Fig. 1: cell placement
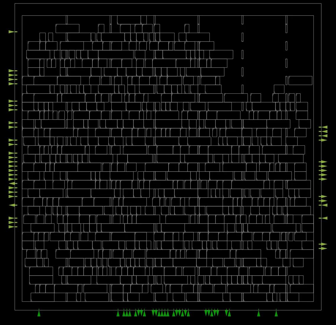
Fig. 2: signal wires by layer
The bar under the picture is 20 um long.
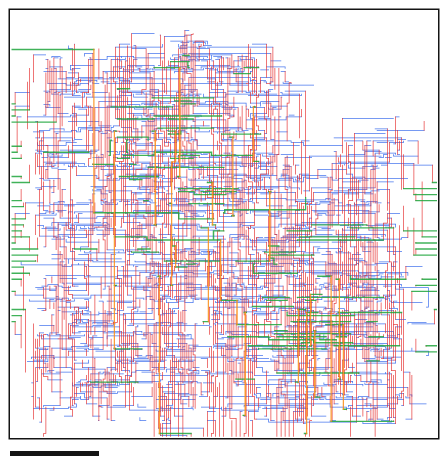
Fig. 3: nets reached from selected ports
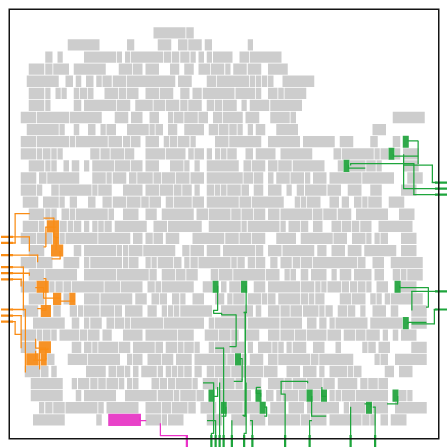
Design entropy_sequencer, sky130hd; sources not shown.
==> results.py <==
# Synthesis and PnR figures
metrics = {
    "sta": {
        "period_needed_ns": 5.800,
        "setup_ws_ns": 2.910,
        "slew_headroom_pct": 31.08,
        "worst_pin_slew_ns": 1.030,
        "finalClockPeriodUsage_pct": 66.59,
        "finalSetupViolCount": 0,
        "hold_viol": 0,
        "maxSlewViolCount": 0,
    },
    "pwr": {
        "netSwitchingFraction_pct": 28.27,
        "combPwrFrac_pct": 15.5,
    },
    "clock_tree": {
        "cts_buffers": 9,
        "htree_levels": 3,
        "hold_buffers": 0,
        "clock_latency_ns": 0.37,
        "root_buffer": "clkbuf_8",
        "cts_setup_buffers": 0,
    },
    "die": {
        "die_x_um": 96.26,
        "die-area_um2": 9266,
        "coreArea_um2": 8217,
    },
    "route": {
        "drt_pass1_iterations": 6,
        "route.detailed.drc": 0,
        "wl_met1_um": 5588,
        "postRouteAntennaNets": 0,
    },
    "worst_setup_path": {
        "end_kind": "flip-flop",
        "start_kind": "primary input",
    },
    "synthesis": {
        "post_synth_instance_area_um2": 5278,
        "ys_area_um2": 5278,
        "async_flop_share_pct": 0,
        "synth.distinct_cells": 76,
    },
    "cells_and_area": {
        "num-fill-cells": 566,
        "final_nets": 759,
        "lay_top_cells": "112 x nand2_1, 87 x dfxtp_1, 70 x clkdlybuf4s50_1",
        "mi_logic_area_um2": 3249,
        "fin_util_pct": 74.36,
    },
    "run_status": {
        "status": "finished, final reports clean",
    },
    "run": {
        "cap_violations": 0,
    },
    "placed_design": {
        "placed_cells": 799,
    },
    "global_routing": {
        "antenna_found_initial": 0,
    },
    "worst_hold_path": {
        "hold_depth": 2,
    },
}
About Fig. 1:
TAP cells: 105
fraction of area in registers: 28.51%
Std-Cell Rows: 33

About Fig. 2:
- red: met2 (wire length 6790 um)
- orange: met4 (wire length 469 um)
- green: met3 (wire length 942 um)
- blue: met1 (wire length 5590 um)
routed vias: 5258
DR WL/cell: 16.92 um
drt total wl: 13790 um

About Fig. 3:
- orange: `cfg_nblk` (direction input; end cells 10; buffers 9; wire 138 um)
- green: `cfg_num_mcus` (direction input; end cells 16; buffers 16; wire 305 um)
- magenta: `freq` (direction output; end cells 1; buffers 1; wire 10.9 um)
I/O pin cnt: 72
port buffer count: 71

cells by family after synthesis:
kind of cell               share of synthesized area [%]
AOI/OAI and AO/OA                                  20.27
xor gates and xnor gates                           7.302
adders and majority gates                          1.422
buffers and inverters                              5.619
DFF                                                33.00
muxes                                              1.802
and+or+nand+nor                                    30.58
worst max-delay path: stages:
cell	delay (ns)
clkdlybuf4s50_1	0.49
nor2_1	0.06
or3_1	0.46
o31ai_2	0.39
nand2_1	0.44
nor2_1	0.92
nand3_1	0.34
o221ai_1	0.26
synth_stat cells, types with 6 or more instances:
cell      number
a21oi_1       59
and3_1         7
buf_2         10
clkbuf_1      28
dfxtp_1       87
ha_1           6
inv_1         18
nand2_1      112
nand3_1       18
nand3b_1       7
nand4_1       21
nand4b_1       7
nor2_1        45
nor2b_1       13
nor3_1        25
nor3b_1       10
nor4_1        12
o211ai_1      18
o211ai_2       7
o21ai_0       17
o21ai_2       12
xnor2_1       32
xor2_1        12
power groups by stage:
stage	clock network, W	logic [W]	registers (W)
2_1_floorplan	0	0.0000783	0.000434
3_3_place_gp	0	0.000125	0.000437
3_5_place_dp	0	0.000130	0.000439
4_1_cts	0.000293	0.000131	0.000429
5_1_grt	0.000310	0.000145	0.000432
6_report	0.000292	0.000132	0.000430
layout make-up:
cell class | count | area share (%)
multi-input combinational | 516 | 53.18
sequential | 87 | 28.51
timing repair buffer | 73 | 11.80
clock buffer | 10 | 2.253
tap | 105 | 2.150
inverter | 18 | 1.106
clock inverter | 6 | 1.003
metal layers:
layer | vias to the layer above | global-route usage, %
li1 | 2481 | -
met1 | 2475 | 39.41
met2 | 254 | 51.97
met3 | 48 | 5.325
met4 | 0 | 12.74
met5 | - | 0
No activity file was given, so power comes from the tool's default toggle rates.
